### src/rtl/mem_stage_pkg.sv
`default_nettype none
// ============================================================================
// Module      : mem_stage_pkg
// Description : Shared encodings for the RV32I memory stage: funct3 access
//               sizes, ResultSrc selects and the memory-stage FSM states.
// Revision    : 1.0 - initial release
// ============================================================================
package mem_stage_pkg;

  // funct3 encodings for loads and stores
  localparam logic [2:0] F3_B  = 3'b000;
  localparam logic [2:0] F3_H  = 3'b001;
  localparam logic [2:0] F3_W  = 3'b010;
  localparam logic [2:0] F3_BU = 3'b100;
  localparam logic [2:0] F3_HU = 3'b101;

  // ResultSrc encodings for the write-back mux
  localparam logic [1:0] RS_ALU = 2'b00;
  localparam logic [1:0] RS_MEM = 2'b01;
  localparam logic [1:0] RS_PC4 = 2'b10;

  typedef enum logic [1:0] {
    ST_IDLE     = 2'd0,
    ST_REQ_WAIT = 2'd1,
    ST_RD_WAIT  = 2'd2
  } mem_state_e;

endpackage
`default_nettype wire

### src/rtl/lsu_align.sv
`default_nettype none
// ============================================================================
// Module      : lsu_align
// Description : Combinational load/store lane logic. Replicates store data
//               across byte lanes and builds byte enables, extracts and
//               sign/zero-extends load data, and flags misaligned accesses.
// Ports       : funct3     - access size/sign
//               addr_lo    - low two bits of the effective address
//               is_store   - byte enables are produced only for stores
//               store_data - store source register value
//               load_word  - raw word returned by data memory
//               aligned    - access is naturally aligned
//               wdata/be   - lane-replicated store data and byte enables
//               load_data  - formatted load result
// Revision    : 1.0 - initial release
// ============================================================================
module lsu_align
  import mem_stage_pkg::*;
(
  input  logic [2:0]  funct3,
  input  logic [1:0]  addr_lo,
  input  logic        is_store,
  input  logic [31:0] store_data,
  input  logic [31:0] load_word,
  output logic        aligned,
  output logic [31:0] wdata,
  output logic [3:0]  be,
  output logic [31:0] load_data
);

  logic [7:0]  lane_byte;
  logic [15:0] lane_half;

  // Word needs 4-byte alignment, halfword 2-byte; bytes are always aligned.
  always_comb begin
    aligned = 1'b1;
    case (funct3[1:0])
      2'b10:   aligned = (addr_lo == 2'b00);
      2'b01:   aligned = ~addr_lo[0];
      default: aligned = 1'b1;
    endcase
  end

  always_comb begin
    wdata = store_data;
    be    = 4'b0000;
    case (funct3)
      F3_B: begin
        wdata = {4{store_data[7:0]}};
        be    = 4'b0001 << addr_lo;
      end
      F3_H: begin
        wdata = {2{store_data[15:0]}};
        be    = addr_lo[1] ? 4'b1100 : 4'b0011;
      end
      F3_W: begin
        wdata = store_data;
        be    = 4'b1111;
      end
      default: begin
        wdata = store_data;
        be    = 4'b0000;
      end
    endcase
    if (!is_store) begin
      be = 4'b0000;
    end
  end

  always_comb begin
    case (addr_lo)
      2'd0:    lane_byte = load_word[7:0];
      2'd1:    lane_byte = load_word[15:8];
      2'd2:    lane_byte = load_word[23:16];
      default: lane_byte = load_word[31:24];
    endcase
    lane_half = addr_lo[1] ? load_word[31:16] : load_word[15:0];
    case (funct3)
      F3_B:    load_data = {{24{lane_byte[7]}}, lane_byte};
      F3_H:    load_data = {{16{lane_half[15]}}, lane_half};
      F3_W:    load_data = load_word;
      F3_BU:   load_data = {24'b0, lane_byte};
      F3_HU:   load_data = {16'b0, lane_half};
      default: load_data = 32'b0;
    endcase
  end

endmodule
`default_nettype wire

### src/rtl/mem_access_stage.sv
`default_nettype none
// ============================================================================
// Module      : mem_access_stage
// Description : MEM stage of the 5-stage RV32I pipeline. Issues requests on a
//               req/ready + rvalid data-memory port, formats load/store lanes,
//               stalls upstream while an access is outstanding and registers
//               the MEM/WB boundary (also the two forwarding sources).
// Ports       : ex_*        - registered execute-stage outputs (held while
//                             mem_stall is high)
//               mem_stall   - freeze upstream stages
//               dmem_*      - data-memory request/response port
//               wb_*        - MEM/WB pipeline register
//               misaligned_err - one-cycle pulse for a dropped access
// Options     : MEM_PERF_CNT_EN - adds perf_stall_cycles / perf_loads
//               counters and ports.
// Revision    : 1.0 - initial release
// ============================================================================
module mem_access_stage
  import mem_stage_pkg::*;
#(
  parameter int ADDR_W = 32
) (
  input  logic              clk,
  input  logic              reset,
  input  logic [31:0]       ex_alu_result,
  input  logic [31:0]       ex_write_data,
  input  logic [4:0]        ex_dr_num,
  input  logic [1:0]        ex_result_src,
  input  logic [31:0]       ex_pc_plus_4,
  input  logic              ex_mem_read,
  input  logic              ex_mem_write,
  input  logic              ex_reg_write,
  input  logic [2:0]        ex_funct3,
  output logic              mem_stall,
  output logic              dmem_req,
  output logic              dmem_we,
  output logic [ADDR_W-1:0] dmem_addr,
  output logic [31:0]       dmem_wdata,
  output logic [3:0]        dmem_be,
  input  logic              dmem_ready,
  input  logic              dmem_rvalid,
  input  logic [31:0]       dmem_rdata,
  output logic [31:0]       wb_alu_result,
  output logic [31:0]       wb_read_data,
  output logic [31:0]       wb_pc_plus_4,
  output logic [4:0]        wb_dr_num,
  output logic [1:0]        wb_result_src,
  output logic              wb_reg_write,
  output logic              misaligned_err
`ifdef MEM_PERF_CNT_EN
  ,
  output logic [31:0]       perf_stall_cycles,
  output logic [31:0]       perf_loads
`endif
);

  mem_state_e  state_q, state_d;

  logic [31:0] wb_alu_result_q, wb_alu_result_d;
  logic [31:0] wb_read_data_q,  wb_read_data_d;
  logic [31:0] wb_pc_plus_4_q,  wb_pc_plus_4_d;
  logic [4:0]  wb_dr_num_q,     wb_dr_num_d;
  logic [1:0]  wb_result_src_q, wb_result_src_d;
  logic        wb_reg_write_q,  wb_reg_write_d;
  logic        misaligned_q,    misaligned_d;

  logic        mem_op;
  logic        is_store;
  logic        aligned;
  logic        load_done;
  logic        stall;
  logic        req;
  logic [31:0] load_fmt;

  assign mem_op   = ex_mem_read | ex_mem_write;
  assign is_store = ex_mem_write;

  lsu_align u_lsu_align (
    .funct3     (ex_funct3),
    .addr_lo    (ex_alu_result[1:0]),
    .is_store   (is_store),
    .store_data (ex_write_data),
    .load_word  (dmem_rdata),
    .aligned    (aligned),
    .wdata      (dmem_wdata),
    .be         (dmem_be),
    .load_data  (load_fmt)
  );

  // Request fields come straight from the held ex_* inputs, so they stay
  // stable for the whole REQ_WAIT period without extra registers.
  assign dmem_we   = is_store;
  assign dmem_addr = {ex_alu_result[ADDR_W-1:2], 2'b00};

  // Next-state, request and stall decode
  always_comb begin
    state_d   = state_q;
    req       = 1'b0;
    stall     = 1'b0;
    load_done = 1'b0;
    case (state_q)
      ST_IDLE: begin
        if (mem_op && aligned) begin
          req = 1'b1;
          if (dmem_ready) begin
            // An accepted store retires now; a load waits for rvalid.
            if (!is_store) begin
              state_d = ST_RD_WAIT;
              stall   = 1'b1;
            end
          end else begin
            state_d = ST_REQ_WAIT;
            stall   = 1'b1;
          end
        end
      end
      ST_REQ_WAIT: begin
        req   = 1'b1;
        stall = 1'b1;
        if (dmem_ready) begin
          if (is_store) begin
            state_d = ST_IDLE;
            stall   = 1'b0;
          end else begin
            state_d = ST_RD_WAIT;
          end
        end
      end
      ST_RD_WAIT: begin
        stall = ~dmem_rvalid;
        if (dmem_rvalid) begin
          state_d   = ST_IDLE;
          load_done = 1'b1;
        end
      end
      default: begin
        state_d = ST_IDLE;
      end
    endcase
    if (reset) begin
      state_d = ST_IDLE;
      req     = 1'b0;
    end
  end

  assign mem_stall = stall;
  assign dmem_req  = req;

  // MEM/WB register: capture on progress, bubble while stalled
  always_comb begin
    misaligned_d    = (state_q == ST_IDLE) && mem_op && !aligned;
    wb_alu_result_d = wb_alu_result_q;
    wb_read_data_d  = wb_read_data_q;
    wb_pc_plus_4_d  = wb_pc_plus_4_q;
    wb_result_src_d = wb_result_src_q;
    wb_dr_num_d     = 5'd0;
    wb_reg_write_d  = 1'b0;
    if (!stall) begin
      wb_alu_result_d = ex_alu_result;
      wb_pc_plus_4_d  = ex_pc_plus_4;
      wb_result_src_d = ex_result_src;
      wb_dr_num_d     = ex_dr_num;
      // A dropped misaligned access retires without writing the register file.
      wb_reg_write_d  = ex_reg_write & ~misaligned_d;
      // Only a completing load has meaningful read data; otherwise clear it.
      wb_read_data_d  = load_done ? load_fmt : 32'b0;
    end
  end

  always_ff @(posedge clk) begin
    if (reset) begin
      state_q         <= ST_IDLE;
      wb_alu_result_q <= 32'b0;
      wb_read_data_q  <= 32'b0;
      wb_pc_plus_4_q  <= 32'b0;
      wb_dr_num_q     <= 5'd0;
      wb_result_src_q <= RS_ALU;
      wb_reg_write_q  <= 1'b0;
      misaligned_q    <= 1'b0;
    end else begin
      state_q         <= state_d;
      wb_alu_result_q <= wb_alu_result_d;
      wb_read_data_q  <= wb_read_data_d;
      wb_pc_plus_4_q  <= wb_pc_plus_4_d;
      wb_dr_num_q     <= wb_dr_num_d;
      wb_result_src_q <= wb_result_src_d;
      wb_reg_write_q  <= wb_reg_write_d;
      misaligned_q    <= misaligned_d;
    end
  end

  assign wb_alu_result  = wb_alu_result_q;
  assign wb_read_data   = wb_read_data_q;
  assign wb_pc_plus_4   = wb_pc_plus_4_q;
  assign wb_dr_num      = wb_dr_num_q;
  assign wb_result_src  = wb_result_src_q;
  assign wb_reg_write   = wb_reg_write_q;
  assign misaligned_err = misaligned_q;

`ifdef MEM_PERF_CNT_EN
  logic [31:0] perf_stall_q, perf_stall_d;
  logic [31:0] perf_loads_q, perf_loads_d;

  // Free-running counters; they wrap naturally at 2^32.
  always_comb begin
    perf_stall_d = perf_stall_q + {31'b0, stall};
    perf_loads_d = perf_loads_q + {31'b0, load_done};
  end

  always_ff @(posedge clk) begin
    if (reset) begin
      perf_stall_q <= 32'b0;
      perf_loads_q <= 32'b0;
    end else begin
      perf_stall_q <= perf_stall_d;
      perf_loads_q <= perf_loads_d;
    end
  end

  assign perf_stall_cycles = perf_stall_q;
  assign perf_loads        = perf_loads_q;
`endif

endmodule
`default_nettype wire

### config.mk
export PLATFORM = sky130hd
export DESIGN_NAME = mem_access_stage
export DESIGN_NICKNAME = d
export VERILOG_FILES = /design/src/rtl/mem_stage_pkg.sv /design/src/rtl/lsu_align.sv /design/src/rtl/mem_access_stage.sv
export SDC_FILE = /design/constraint.sdc
export NUM_CORES = 1
export LEC_CHECK = 0
export CAP_MARGIN = 20
export CORE_AREA = 2 2 125 127
export DETAILED_ROUTE_END_ITERATION = 8
export DIE_AREA = 0 0 127 129
export PLACE_DENSITY_LB_ADDON = 0.08
export RECOVER_POWER = 100
export SLEW_MARGIN = 10
export SYNTH_ARGS = -nofsm -noshare
export SYNTH_HDL_FRONTEND = slang
export SYNTH_SLANG_ARGS = --single-unit
### constraint.sdc
create_clock -name clk -period 3.5 [get_ports clk]
set_input_delay 0.525 -clock clk [delete_from_list [all_inputs] [get_ports clk]]
set_output_delay 0.525 -clock clk [all_outputs]
set_load 0.01 [all_outputs]
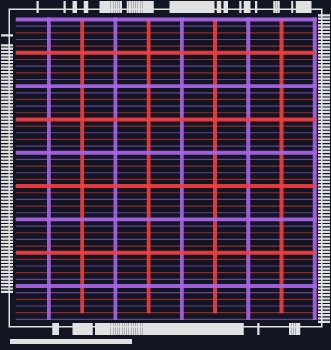
Fig. 1. Supply network (run 1).
The bar under the picture is 50 um long. Pins as bars on the die edge.
[VSS] purple
[VDD] red
met5 straps: 9
met1 rails: 46
placeable core area: 0.0150 mm2
die y size: 129 um
Die X-Extent: 127 um

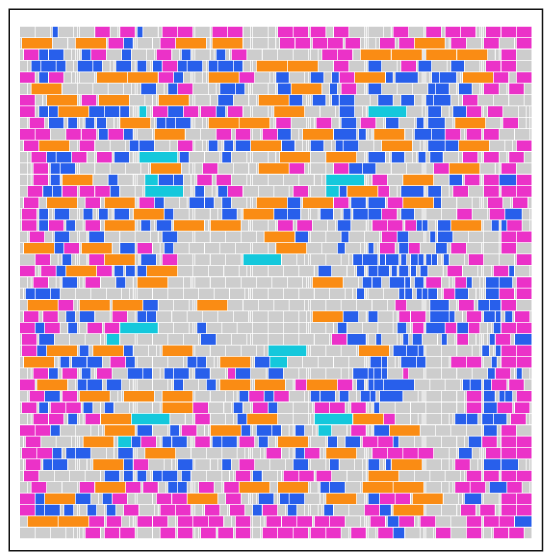
Fig. 2. Placement by cell class (run 1).
Fill, decap, tap and diode cells in grey.
[combinational and other logic] blue | cells: 385
[clock drivers and dummy loads] cyan | cells: 16
[flops] orange | cells: 107
[other buffers and delay cells] magenta | cells: 332
Seq/total area: 0.243
# rows: 45

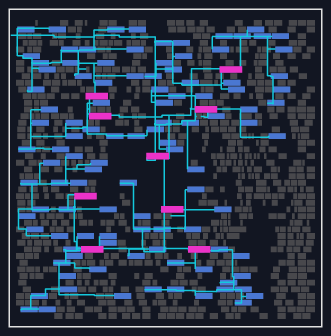
Fig. 3. Routed clock nets over the placement (run 1).
[clock drivers] magenta | count: 9
[flip-flops] blue | count: 107
[clock wires] cyan | length: 1370 um
routed clock nets: 10
insertion delay to the later sink of the worst-skew pair: 350 ps
clock power share: 0.300
setup skew after layout: 11.9 ps
clock network power: 0.977 mW

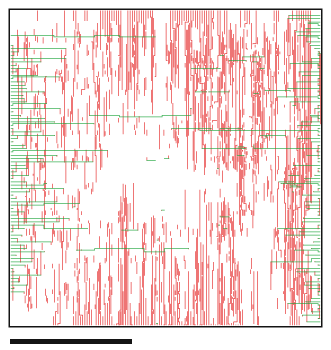
Fig. 4. Metal layers overlaid (run 1).
The bar under the picture is 50 um long. Two of the layers only.
[metal 2] red | wire length: 9170 um
[metal 3] green | wire length: 1600 um
WL/cell: 17.1 um
drt total wl: 17600 um
vias: 5165
Total Routing Usage GR: 0.206

==> run 1: worst paths after layout <==
kind / from / to / cells after the start
max: ex_funct3[1] / mem_stall / 8
min: wb_read_data[0]$_SDFFE_PP0N_ / wb_read_data[0]$_SDFFE_PP0N_ / 1
max reg2reg: state_q[1]$_SDFFE_PP0P_ / wb_read_data[9]$_SDFFE_PP0N_ / 5
min reg2reg: wb_read_data[0]$_SDFFE_PP0N_ / wb_read_data[0]$_SDFFE_PP0N_ / 1
==> run 1: per-layer routing <==
metal | up-vias | GRT usage | wire length (um)
met1 | 2427 | 0.218 | 6570
met2 | 228 | 0.391 | 9170
met5 | - | 0 | 13
met4 | 2 | 0.0556 | 234
met3 | 19 | 0.0711 | 1600
li1 | 2489 | - | -
==> run summary, run 1 <==
XOR Share, Synth = 0
Top pwr grp = sequential cells
run status = complete, but fails checks
Detail Placement HPWL = 13500 um
register-to-register path setup slack = 1030 ps
count of placed standard cells including taps = 1012
largest area contributor in the netlist = sky130_fd_sc_hd__dfxtp_1
total number of yosys warnings = 0
Top Ports = 321
Max IR drop VDD = 0.000190 V
number of routed nets with antenna violations = 0
buffers added on ports = 318
final global-route overflow total = 0
count of antenna diodes in the layout = 0
number of buffers other than clock buffers in the final layout = 332
critical path, cell by cell = clkdlybuf4s50_1 -> inv_1 -> ha_1 -> nand2b_1 -> o211ai_1 -> a21o_4 -> inv_1 -> dlygate4sd3_1
unrepaired setup endpoints after global routing = false
violations in the final reports = max-capacitance violations, max-slew violations
type of element launching the critical path = primary input
area reported by Yosys stat = 0.00556 mm2
share of the clock period used by the worst path after layout = 0.935
max cap viols = 1
Dominant comb cell = simple AND/OR/NAND/NOR gates
CTS-repair resized insts = 0
HP Class = flip-flop to flip-flop
Most common reg cell = sky130_fd_sc_hd__dfxtp_1
Cell Count, Final, Fillers Out = 1028
Sinks on Clock Net = 107
number of pins exceeding their max-slew limit in the final report = 33
Hold-fix buffers, CTS = 0
Post-Place Cell Area = 0.00857 mm2
Arrival @ worst endpoint = 2750 ps
vias in the first global route = 5192
top cells by area in the synthesized netlist = sky130_fd_sc_hd__dfxtp_1 (39%), sky130_fd_sc_hd__nand2b_1 (15%), sky130_fd_sc_hd__mux2i_1 (12%)
proportion of synthesized flip-flops having asynchronous set or reset = 0
==> run 1 -> run 2 <==
- ABC_AREA: default -> 0
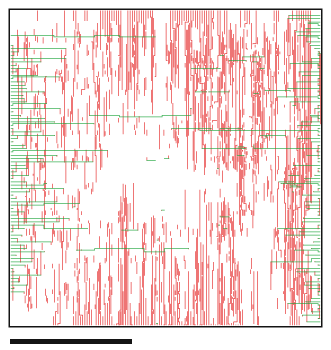
Fig. 5. Metal layers overlaid (run 2).
The bar under the picture is 50 um long. Two of the layers only.
[metal 2] red | wire length: 9170 um
[metal 3] green | wire length: 1600 um

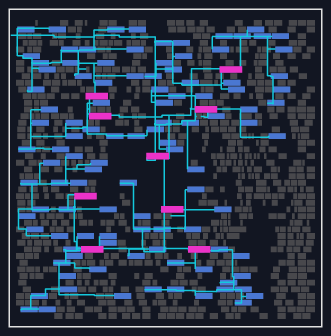
Fig. 6. Routed clock nets over the placement (run 2).
[clock wires] cyan | length: 1370 um
[clock drivers] magenta | count: 9
[flip-flops] blue | count: 107
flops lie: all over the die
routed clock nets: 10

==> run 2 against run 1 <==
Compared with the run above: the flow still finishes with violations (max-capacitance violations, max-slew violations); design area is the same; worst setup slack is the same; synthesized area is the same; clock skew is the same; fmax is the same; total power is the same; largest cell class unchanged; highest routed layer unchanged.
==> run summary, run 2 <==
run status = complete, but fails checks (unchanged)
final global-route overflow total = 0 (unchanged)
Total Routing Usage GR = 0.206 (unchanged)
share of the clock period used by the worst path after layout = 0.935 (unchanged)
Hold-fix buffers, CTS = 0 (unchanged)
highest-utilization routing layer at the global route stage = met2 (unchanged)
insertion delay to the later sink of the worst-skew pair = 350 ps (about the same)
worst reg2reg path endpoint = wb_read_data[9]$_SDFFE_PP0N_ (unchanged)
die y size = 129 um (unchanged)
beginning of the worst hold path = wb_read_data[0]$_SDFFE_PP0N_ (unchanged)
proportion of synthesized flip-flops having asynchronous set or reset = 0 (unchanged)
top cells by area in the synthesized netlist = sky130_fd_sc_hd__dfxtp_1 (39%), sky130_fd_sc_hd__nand2b_1 (15%), sky130_fd_sc_hd__mux2i_1 (12%) (unchanged)
WL/cell = 17.1 um (unchanged)
Most common reg cell = sky130_fd_sc_hd__dfxtp_1 (unchanged)
met2 Usage GRT = 0.391 (unchanged)
number of routed nets with antenna violations = 0 (unchanged)
detailed-routed wire length on met3 = 1600 um (unchanged)
unrepaired setup endpoints after global routing = false (unchanged)
Hold Crit Depth = 1 (unchanged)
count of placed standard cells including taps = 1012 (unchanged)
source of the critical timing path = ex_funct3[1] (unchanged)
buffers added on ports = 318 (unchanged)
Arrival @ worst endpoint = 2750 ps (about the same)
Sinks on Clock Net = 107 (unchanged)
setup skew after layout = 11.9 ps (unchanged)
met3 Track Usage GR = 0.0711 (unchanged)
drt total wl = 17600 um (unchanged)
number of pins exceeding their max-slew limit in the final report = 33 (unchanged)
count of antenna diodes in the layout = 0 (unchanged)
total number of yosys warnings = 0 (unchanged)
Seq/total area = 0.243 (unchanged)
placeable core area = 0.0150 mm2 (unchanged)
HP Class = flip-flop to flip-flop (unchanged)
Top Ports = 321 (unchanged)
max cap viols = 1 (unchanged)
Max IR drop VDD = 0.000190 V (unchanged)
Cell Count, Final, Fillers Out = 1028 (unchanged)
# rows = 45 (unchanged)
violations in the final reports = max-capacitance violations, max-slew violations (unchanged)
register-to-register path setup slack = 1030 ps (about the same)
met1 layer wirelength in the final routing = 6570 um (unchanged)
Die X-Extent = 127 um (unchanged)
global-route met1 utilization = 0.218 (unchanged)
destination of the critical timing path = mem_stall (unchanged)
run 2: cell counts in the layout (fill, tap and decap cells not counted):
No cell type changed its count.
run 2: logic make-up (layout without fill, tap and decap cells):
| group | after synthesis | in the layout | synth area share |
|---|---|---|---|
| compound gates | 104 | 104 | 0.153 |
| fa+ha+maj | 3 | 3 | 0.00675 |
| buf+inv | 93 | 354 | 0.102 |
| flops | 107 | 107 | 0.385 |
| mux | 83 | 83 | 0.153 |
| other cells | 1 | 2 | 0.000674 |
| simple gates | 187 | 187 | 0.199 |
run 2: report_power, final:
| group | total (mW) | switching, mW | internal, mW |
|---|---|---|---|
| sequential | 1.35 | 0.0442 | 1.31 |
| combinational | 0.921 | 0.400 | 0.521 |
| clock | 0.977 | 0.482 | 0.495 |
No activity file was given, so power comes from the tool's default toggle rates.
